[config.mk]
export PLATFORM = sky130hd
export DESIGN_NAME = ciphertext_packer
export DESIGN_NICKNAME = d
export VERILOG_FILES = /design/src/rtl/ciphertext_packer_pkg.sv /design/src/rtl/ciphertext_packer.sv
export SDC_FILE = /design/constraint.sdc
export NUM_CORES = 1
export LEC_CHECK = 0
export ABC_CLOCK_PERIOD_IN_PS = 2500
export CAP_MARGIN = 10
export CORE_MARGIN = 3
export CORE_UTILIZATION = 32
export CTS_CLUSTER_SIZE = 14
export DETAILED_ROUTE_END_ITERATION = 7
export PLACE_DENSITY = 0.63
export SYNTH_ARGS = -nofsm -noshare
export SYNTH_HDL_FRONTEND = slang
export SYNTH_SLANG_ARGS = --single-unit
[constraint.sdc]
create_clock -name clk -period 2.5 [get_ports clk]
set_input_delay 0.5 -clock clk [delete_from_list [all_inputs] [get_ports clk]]
set_output_delay 0.5 -clock clk [all_outputs]
set_load 0.005 [all_outputs]
[src/rtl/ciphertext_packer_pkg.sv]
// Shared constants and types for the ciphertext output framer.
`timescale 1ns/1ps
package ciphertext_packer_pkg;

   localparam logic [3:0] HDR_MAGIC = 4'hC;

   typedef enum logic [1:0] {
      ST_IDLE   = 2'd0,
      ST_HEADER = 2'd1,
      ST_DATA   = 2'd2
   } state_t;

   function automatic int nchunk(input int dw, input int ow);
      return (dw + ow - 1) / ow;
   endfunction

endpackage

[src/rtl/ciphertext_packer.sv]
// Captures one ElGamal ciphertext and streams it as a header beat followed by
// OUTWIDTH-bit coordinate chunks, MSB chunk first, optionally point-compressed.
`timescale 1ns/1ps
module ciphertext_packer
   import ciphertext_packer_pkg::*;
#(
   parameter int DATAWIDTH = 16,
   parameter int OUTWIDTH  = 8,
   parameter int COMPRESS  = 0
) (
   input  logic                 clk,
   input  logic                 rst_n,
   input  logic                 in_valid,
   output logic                 in_ready,
   input  logic [DATAWIDTH-1:0] C1x_in,
   input  logic [DATAWIDTH-1:0] C1y_in,
   input  logic [DATAWIDTH-1:0] C2x_in,
   input  logic [DATAWIDTH-1:0] C2y_in,
   output logic                 out_valid,
   input  logic                 out_ready,
   output logic [OUTWIDTH-1:0]  out_data,
   output logic                 out_last
);

   localparam int NCHUNK = nchunk(DATAWIDTH, OUTWIDTH);
   localparam int PADW   = NCHUNK * OUTWIDTH;
   localparam int CHW    = (NCHUNK > 1) ? $clog2(NCHUNK) : 1;
   localparam int NCOORD = (COMPRESS != 0) ? 2 : 4;
   localparam int CRW    = $clog2(NCOORD);
   localparam logic [CHW-1:0] CHUNK_LAST = CHW'(NCHUNK - 1);
   localparam logic [CRW-1:0] COORD_LAST = CRW'(NCOORD - 1);

   state_t                state_q, state_d;
   logic [CRW-1:0]        coord_q, coord_d;
   logic [CHW-1:0]        chunk_q, chunk_d;
   logic [DATAWIDTH-1:0]  c1x_q, c1x_d, c1y_q, c1y_d, c2x_q, c2x_d, c2y_q, c2y_d;
   logic                  in_ready_q, in_ready_d;
   logic                  out_valid_q, out_valid_d;
   logic [OUTWIDTH-1:0]   out_data_q, out_data_d;
   logic                  out_last_q, out_last_d;

   function automatic logic [OUTWIDTH-1:0] header(input logic c1y_par, input logic c2y_par);
      logic [OUTWIDTH-1:0] h;
      h      = '0;
      h[7:4] = HDR_MAGIC;
      h[3]   = (COMPRESS != 0);
      h[1]   = (COMPRESS != 0) && c1y_par;
      h[0]   = (COMPRESS != 0) && c2y_par;
      return h;
   endfunction

   // Compressed frames walk only the x coordinates: index 0 -> C1x, 1 -> C2x.
   function automatic logic [DATAWIDTH-1:0] coord_mux(input logic [CRW-1:0] idx);
      logic [1:0] sel;
      sel = (COMPRESS != 0) ? {idx[0], 1'b0} : 2'(idx);
      case (sel)
         2'd0:    return c1x_q;
         2'd1:    return c1y_q;
         2'd2:    return c2x_q;
         default: return c2y_q;
      endcase
   endfunction

   function automatic logic [OUTWIDTH-1:0] chunk_sel(input logic [DATAWIDTH-1:0] coord,
                                                     input logic [CHW-1:0] idx);
      logic [PADW-1:0] padded;
      padded = PADW'(coord);
      return padded[(NCHUNK - 1 - int'(idx)) * OUTWIDTH +: OUTWIDTH];
   endfunction

   always_comb begin
      state_d     = state_q;
      coord_d     = coord_q;
      chunk_d     = chunk_q;
      c1x_d       = c1x_q;
      c1y_d       = c1y_q;
      c2x_d       = c2x_q;
      c2y_d       = c2y_q;
      out_valid_d = out_valid_q;
      out_data_d  = out_data_q;
      out_last_d  = out_last_q;
      case (state_q)
         ST_IDLE: begin
            if (in_valid && in_ready_q) begin
               c1x_d       = C1x_in;
               c1y_d       = C1y_in;
               c2x_d       = C2x_in;
               c2y_d       = C2y_in;
               state_d     = ST_HEADER;
               out_valid_d = 1'b1;
               out_data_d  = header(C1y_in[0], C2y_in[0]);
               out_last_d  = 1'b0;
            end
         end
         ST_HEADER: begin
            if (out_ready) begin
               state_d    = ST_DATA;
               coord_d    = '0;
               chunk_d    = '0;
               out_data_d = chunk_sel(coord_mux('0), '0);
               out_last_d = 1'b0;
            end
         end
         ST_DATA: begin
            if (out_ready) begin
               if (out_last_q) begin
                  state_d     = ST_IDLE;
                  coord_d     = '0;
                  chunk_d     = '0;
                  out_valid_d = 1'b0;
                  out_data_d  = '0;
                  out_last_d  = 1'b0;
               end else begin
                  if (chunk_q == CHUNK_LAST) begin
                     chunk_d = '0;
                     coord_d = coord_q + 1'b1;
                  end else begin
                     chunk_d = chunk_q + 1'b1;
                  end
                  // Next beat is preloaded so outputs stay purely registered.
                  out_data_d = chunk_sel(coord_mux(coord_d), chunk_d);
                  out_last_d = (coord_d == COORD_LAST) && (chunk_d == CHUNK_LAST);
               end
            end
         end
         default: state_d = ST_IDLE;
      endcase
      in_ready_d = (state_d == ST_IDLE);
   end

   always_ff @(posedge clk or negedge rst_n) begin
      if (!rst_n) begin
         state_q     <= ST_IDLE;
         coord_q     <= '0;
         chunk_q     <= '0;
         c1x_q       <= '0;
         c1y_q       <= '0;
         c2x_q       <= '0;
         c2y_q       <= '0;
         in_ready_q  <= 1'b0;
         out_valid_q <= 1'b0;
         out_data_q  <= '0;
         out_last_q  <= 1'b0;
      end else begin
         state_q     <= state_d;
         coord_q     <= coord_d;
         chunk_q     <= chunk_d;
         c1x_q       <= c1x_d;
         c1y_q       <= c1y_d;
         c2x_q       <= c2x_d;
         c2y_q       <= c2y_d;
         in_ready_q  <= in_ready_d;
         out_valid_q <= out_valid_d;
         out_data_q  <= out_data_d;
         out_last_q  <= out_last_d;
      end
   end

   assign in_ready  = in_ready_q;
   assign out_valid = out_valid_q;
   assign out_data  = out_data_q;
   assign out_last  = out_last_q;

endmodule

Figure 1. Register map, names as in the netlist (run 1).
The bar under the picture is 20 um long. Other sequential cells in the stronger gray, the rest of the logic in the fainter gray.
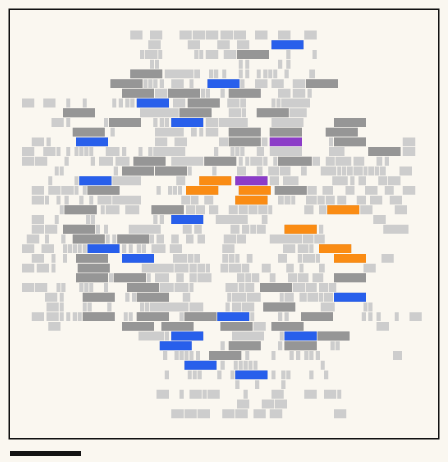
orange -> `out_data`  # placed flops 8
purple -> `coord_q`  # placed flops 2
blue -> `c2y_q`  # placed flops 16
not colored = 54

Figure 2. Close-up of the layout (run 1).
The bar under the picture is 5 um long. Window x 50 to 70, y 74 to 94 um. Cells in gray, sequential cells in the stronger gray; small squares are vias.
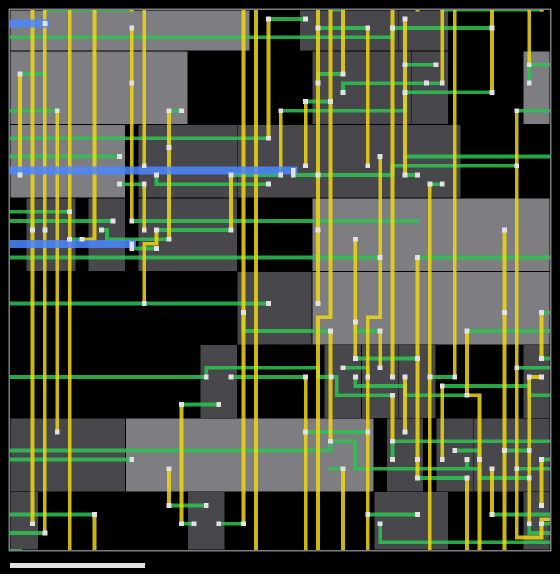
green -> metal 1
blue -> metal 3
yellow -> metal 2
netlist names of flops here include = `c1x_q` (4), `c1y_q` (1)
cells with their middle in the window = 26
most frequent = nand2_1 (8), mux2i_1 (5), dfrtp_1 (5)
sequential cells in the window = 5

==> impl_metrics.env, run 1 <==
# flow metrics
export IMPL_cp_slowest_cell="a2111oi_0"
export IMPL_netlist_area_leader_share_pct=48.2
export IMPL_htree_levels=3
export IMPL_synth_cell_types=45
export IMPL_post_cts_buffers=0
export IMPL_wire_per_inst_um=14.6
export IMPL_path_cells="inv_1, ha_1, nor2b_1, nand2_1, a2111oi_0, o32a_1"
export IMPL_cts_buffers=9
export IMPL_ys_flop_type="dfrtp_1"
export IMPL_drc=0
export IMPL_globalRouteOverflowTotal=0
export IMPL_vias=3424
export IMPL_fp_util_pct=33.6
export IMPL_setup_viol=0
export IMPL_finalHoldViolations=0
export IMPL_clk_path_buf_depth=2
export IMPL_drtAntennaViolNets=0
export IMPL_die_x_um=120
export IMPL_synth_area_um2=4150
export IMPL_grt_pass1_vias=3508
export IMPL_arrival_ps=2220
export IMPL_clock_fmax_mhz=511
export IMPL_status="finished, final reports clean"
export IMPL_areaGrowthSynthToFinish_pct=30.0
export IMPL_ys_ff=80
export IMPL_io_buffers=78
export IMPL_first_pass_iters=4
export IMPL_cp_top_family="AND-OR/OR-AND gates"
export IMPL_antenna_found_initial=0
export IMPL_fp_nets=527
export IMPL_place_hpwl_um=7680
export IMPL_power_density_nw_per_um2=1160
export IMPL_drv_slew=0
export IMPL_crit_fanout=8
export IMPL_grt_max_degree=70
export IMPL_path_class="flop to flop"
export IMPL_avgSynthCellArea_um2=9.12
export IMPL_slew_headroom_pct=54.7
export IMPL_warnings=29
export IMPL_tritoncts="done"
export IMPL_viasPerCell=4.91
export IMPL_worstSkewPairLatency_ps=330
export IMPL_async_reset_ff_share_pct=100
export IMPL_cts_num_sinks=80
export IMPL_p_leak_uw=0.00244
export IMPL_rsz0062_at_grt="no"
export IMPL_layout_drive_gt1_share_pct=10.2
Figure 3. Wiring by layer (run 1).
The bar under the picture is 20 um long.
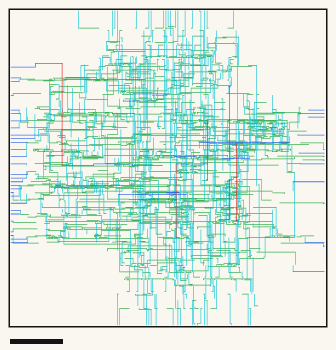
green -> metal 1  # wire length 4830 um
red -> metal 4  # wire length 161 um
blue -> metal 3  # wire length 492 um
cyan -> metal 2  # wire length 4730 um

-- run 1: report_power, final --
| part | internal, uW | total [uW] | switching [uW] | leakage (uW) |
|---|---|---|---|---|
| clock | 900 | 1400 | 503 | 0.000152 |
| combinational | 1200 | 2410 | 1210 | 0.00129 |
| sequential | 1900 | 2440 | 539 | 0.000998 |
| total | 3990 | 6240 | 2250 | 0.00244 |
-- run 1: cells by family after synthesis --
logic type / Yosys count / share of synthesized area [%]
flops: 80 / 48.2
xor+xnor: 1 / 0.211
buf+inv: 37 / 4.82
fa+ha+maj: 4 / 1.21
compound gates: 64 / 10.6
mux: 44 / 12.9
simple gates: 225 / 22.0
-- run 1: worst max-delay path by stage --
stage,slack [ps],startpoint,cells past startpoint,end
after floorplan,820,state_q[0],6,out_data[6]
after global placement,450,in_valid,5,out_data[6]
after detailed placement,390,in_valid,5,out_data[6]
after CTS,550,state_q[0],6,out_data[6]
after global routing,280,state_q[0],6,out_data[6]
final,540,state_q[0],6,out_data[6]
-- run 1: cell type report --
class / count / area (um2)
Tap cell: 168 / 210
Timing Repair Buffer: 87 / 871
Clock inverter: 5 / 80.1
Sequential cell: 80 / 2000
Fill cell: 1215 / 6970
Inverter: 9 / 33.8
Multi-Input combinational cell: 338 / 1960
Clock buffer: 11 / 243
-- run 1: sequential cells by signal, summed over array words and instances (netlist names) --
register	cells
c1x_q	16
state_q	2
chunk_q	1
in_ready	1
coord_q	2
out_last	1
c2y_q	16
c1y_q	16
out_valid	1
out_data	8
c2x_q	16
-- run 1: metal layers --
layer,GRT usage [%],part of all wire (%),up-vias
met3,2.73,4.8,14
met1,20.9,47,1655
met2,23.5,46,82
met5,0,0,-
met4,5.08,1.6,0
li1,-,-,1673
-- run 1: through the flow --
stage | std cells | cell area [um2] | worst slack, ps | total power (uW) | util (%)
after floorplan | 455 | 4150 | 821 | 4080 | -
after global placement | 682 | 5070 | 446 | 4800 | 41.0
after detailed placement | 682 | 5070 | 387 | 4890 | 41.0
after CTS | 698 | 5400 | 547 | 6310 | 43.7
after global routing | 698 | 5400 | 278 | 6730 | 43.7
final | 698 | 5400 | 542 | 6240 | 43.7
-- run 1: cell usage in the layout, fill, tap and decap left out, types with 8 or more instances in the layout --
master,netlist,layout
o211ai_1,9,9
clkdlybuf4s50_1,0,77
mux2_2,17,17
buf_4,1,8
clkbuf_16,0,9
inv_1,9,9
mux2i_1,21,21
o21ai_0,13,13
nand2_1,198,198
dfrtp_1,80,79
==> run 2: changes to the inputs <==
--- a/config.mk
+++ b/config.mk
@@ -5,13 +5,13 @@
 export SDC_FILE = /design/constraint.sdc
 export NUM_CORES = 1
 export LEC_CHECK = 0
-export ABC_CLOCK_PERIOD_IN_PS = 2500
+export ABC_CLOCK_PERIOD_IN_PS = 1600
 export CAP_MARGIN = 10
 export CORE_MARGIN = 3
 export CORE_UTILIZATION = 32
 export CTS_CLUSTER_SIZE = 14
 export DETAILED_ROUTE_END_ITERATION = 7
-export PLACE_DENSITY = 0.63
+export PLACE_DENSITY = 0.65
 export SYNTH_ARGS = -nofsm -noshare
 export SYNTH_HDL_FRONTEND = slang
 export SYNTH_SLANG_ARGS = --single-unit
==> constraint.sdc (replaced) <==
create_clock -name clk -period 1.6 [get_ports clk]
set_input_delay 0.32 -clock clk [delete_from_list [all_inputs] [get_ports clk]]
set_output_delay 0.32 -clock clk [all_outputs]
set_load 0.005 [all_outputs]
==> run 2 against run 1 <==
The flow now finishes with violations (negative setup slack). Non-clock buffer count rose by 31. First-iteration DRC count rose by 4.3%. Flip-flop count did not move. Global-route usage rose by 1.1 points. Clock power rose by 58%. Synthesized cell count did not move. Via count rose by 2.9%. Worst setup slack got worse by 670 ps.
==> impl_metrics.env, run 2 <==
# flow metrics
export IMPL_finalHoldViolations=0
export IMPL_switching_share_pct=36.6
export IMPL_final_core_util_pct=47.1
export IMPL_avgSynthCellArea_um2=9.12
export IMPL_netlist_area_leader_share_pct=48.2
export IMPL_status="complete, but fails checks"
export IMPL_drtAntennaViolNets=0
export IMPL_vias=3523
export IMPL_globalRouteOverflowTotal=0
export IMPL_violations="negative setup slack"
export IMPL_arrival_ps=1970
export IMPL_rsz0062_at_grt="yes"
export IMPL_cts_num_sinks=80
export IMPL_synth_area_um2=4150
export IMPL_final_cell_count_no_fill=729
export IMPL_antenna_found_initial=0
export IMPL_place_inst=705
export IMPL_synth_cell_types=45
export IMPL_gr_usage_met3_pct=3.39
export IMPL_place_hpwl_um=8270
export IMPL_clock_fmax_mhz=580
export IMPL_wire_per_inst_um=15.8
export IMPL_cts_buffers=9
export IMPL_grt_util_met2_pct=25.7
export IMPL_warnings=32
export IMPL_setup_viol=49
export IMPL_power_total_uw=10600
export IMPL_ys_ff=80
export IMPL_final_cell_mix="192 x nand2_1, 77 x dfrtp_1, 75 x clkdlybuf4s50_1"
export IMPL_pwr_share_seq_pct=35.7
export IMPL_setup_slack_ps=-123
export IMPL_layout_top_cell="nand2_1"
export IMPL_dpl_cell_area_um2=5310
export IMPL_fp_util_pct=33.6
export IMPL_fp_nets=527
export IMPL_htree_levels=3
export IMPL_power_density_nw_per_um2=1820
export IMPL_slew_headroom_pct=73.8
[run 2: cell counts after synthesis]
No cell type changed its count.
[run 2: repair_timing]
item	CTS	global route
setup buffers	6	0
hold endpoints to repair	24	0
endpoints found under the setup margin	60	77
hold buffers	1	0
gates cloned	0	1
pin swaps	7	6
resized	21	13
[run 2: final timing paths]
check / startpoint / endpoint / slack (ps) / depth (start not counted)
setup / recovery: state_q[0] / out_data[2] / -120 / 8
hold / removal: rst_n / c1y_q[15] / 450 / 2
setup reg to reg: state_q[0] / out_data[2] / -120 / 8
hold reg to reg: c1y_q[1] / c1y_q[1] / 480 / 2
max in group asynchronous: rst_n / c1x_q[5] / 620 / 3
min in group clk: c1y_q[1] / c1y_q[1] / 480 / 2
[run 2: stage by stage]
| stage | setup WS (ps) | hold WS, ps |
|---|---|---|
| global route | -186 | 489 |
| global placement | -209 | 267 |
| detailed placement | -231 | 272 |
| finish | -123 | 455 |
| CTS | -87.6 | 469 |
| floorplan | -19.5 | 24.4 |
[run 2: worst max-delay path, stage by stage, from the launching register on]
cell and delay (ps):
dfrtp_2 430, inv_4 60, buf_6 120, ha_4 150, a21bo_4 190, nand4_1 120, buf_4 180, or3_1 300
o211ai_1 90
[run 2: power groups by stage]
stage	clock network (uW)	registers, uW	logic, uW
CTS	2240	3780	4510
global route	2340	3910	5130
finish	2210	3780	4600
floorplan	0	3450	2960
global placement	0	3760	4190
detailed placement	0	3800	4300
[run 2: layout make-up]
type	count	area (um2)
multi-input cells	338	2050
well taps	168	210
clock buffers	9	225
flip-flops and latches	80	2010
fillers	1191	6540
clock inverters	7	95.1
inverters	9	36.3
repair buffers	118	1190
[run 2: per-layer routing]
layer / share of wire, % / wire length, um / vias up
li1: - / - / 1742
met1: 47 / 5390 / 1686
met2: 48 / 5500 / 91
met3: 5.0 / 576 / 4
met4: 0.31 / 36 / 0
met5: 0 / 0 / -
[run 2: cells by family after synthesis]
group | after synthesis | share of synthesized area, %
multiplexers | 44 | 12.9
XOR/XNOR | 1 | 0.211
AND-OR/OR-AND | 64 | 10.6
AND/OR/NAND/NOR | 225 | 22.0
buffers and inverters | 37 | 4.82
adder cells (fa/ha/maj) | 4 | 1.21
flip-flops | 80 | 48.2
Figure 4. Selected gate families (run 2).
The bar under the picture is 20 um long.
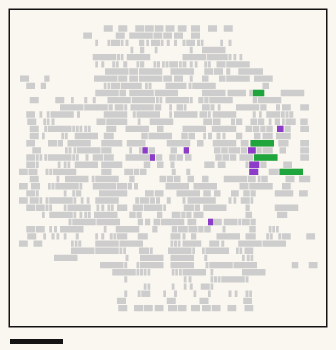
green -> adder and majority cells  # cells 4, most used ha_4, where middle right
purple -> AND and OR gates  # cells 8, most used or3_1

Figure 5. Wiring by layer (run 2).
The bar under the picture is 20 um long.
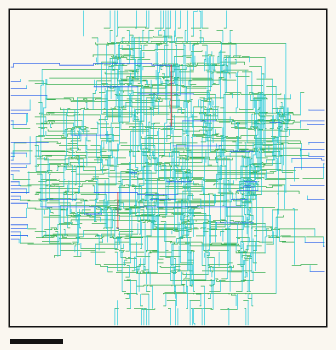
green -> metal 1  # wire length 5390 um
cyan -> metal 2  # wire length 5500 um
red -> metal 4  # wire length 36.7 um
blue -> metal 3  # wire length 576 um

Figure 6. Close-up of the layout (run 2).
The bar under the picture is 5 um long. Window x 50 to 70, y 74 to 94 um. Cells in gray, sequential cells in the stronger gray; small squares are vias.
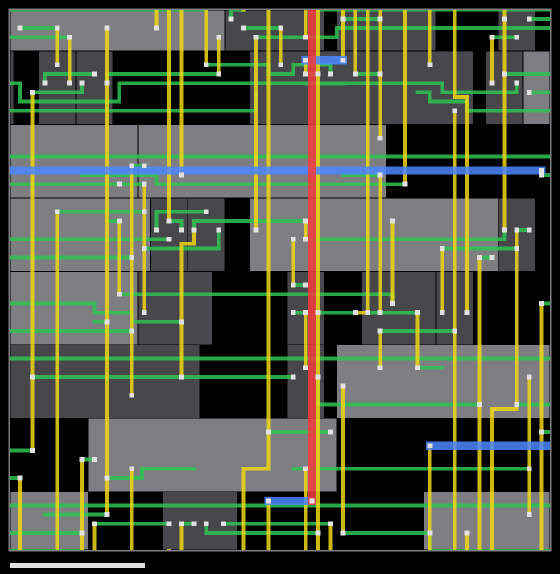
blue -> metal 3
green -> metal 1
yellow -> metal 2
red -> metal 4
most frequent = nand2_1 (10), dfrtp_1 (8)
sequential cells in the window = 8
netlist names of flops here include = `c1x_q` (3), `c2y_q` (2), `out_data` (2)
cells with their middle in the window = 25

Power and IR drop assume default switching activity.
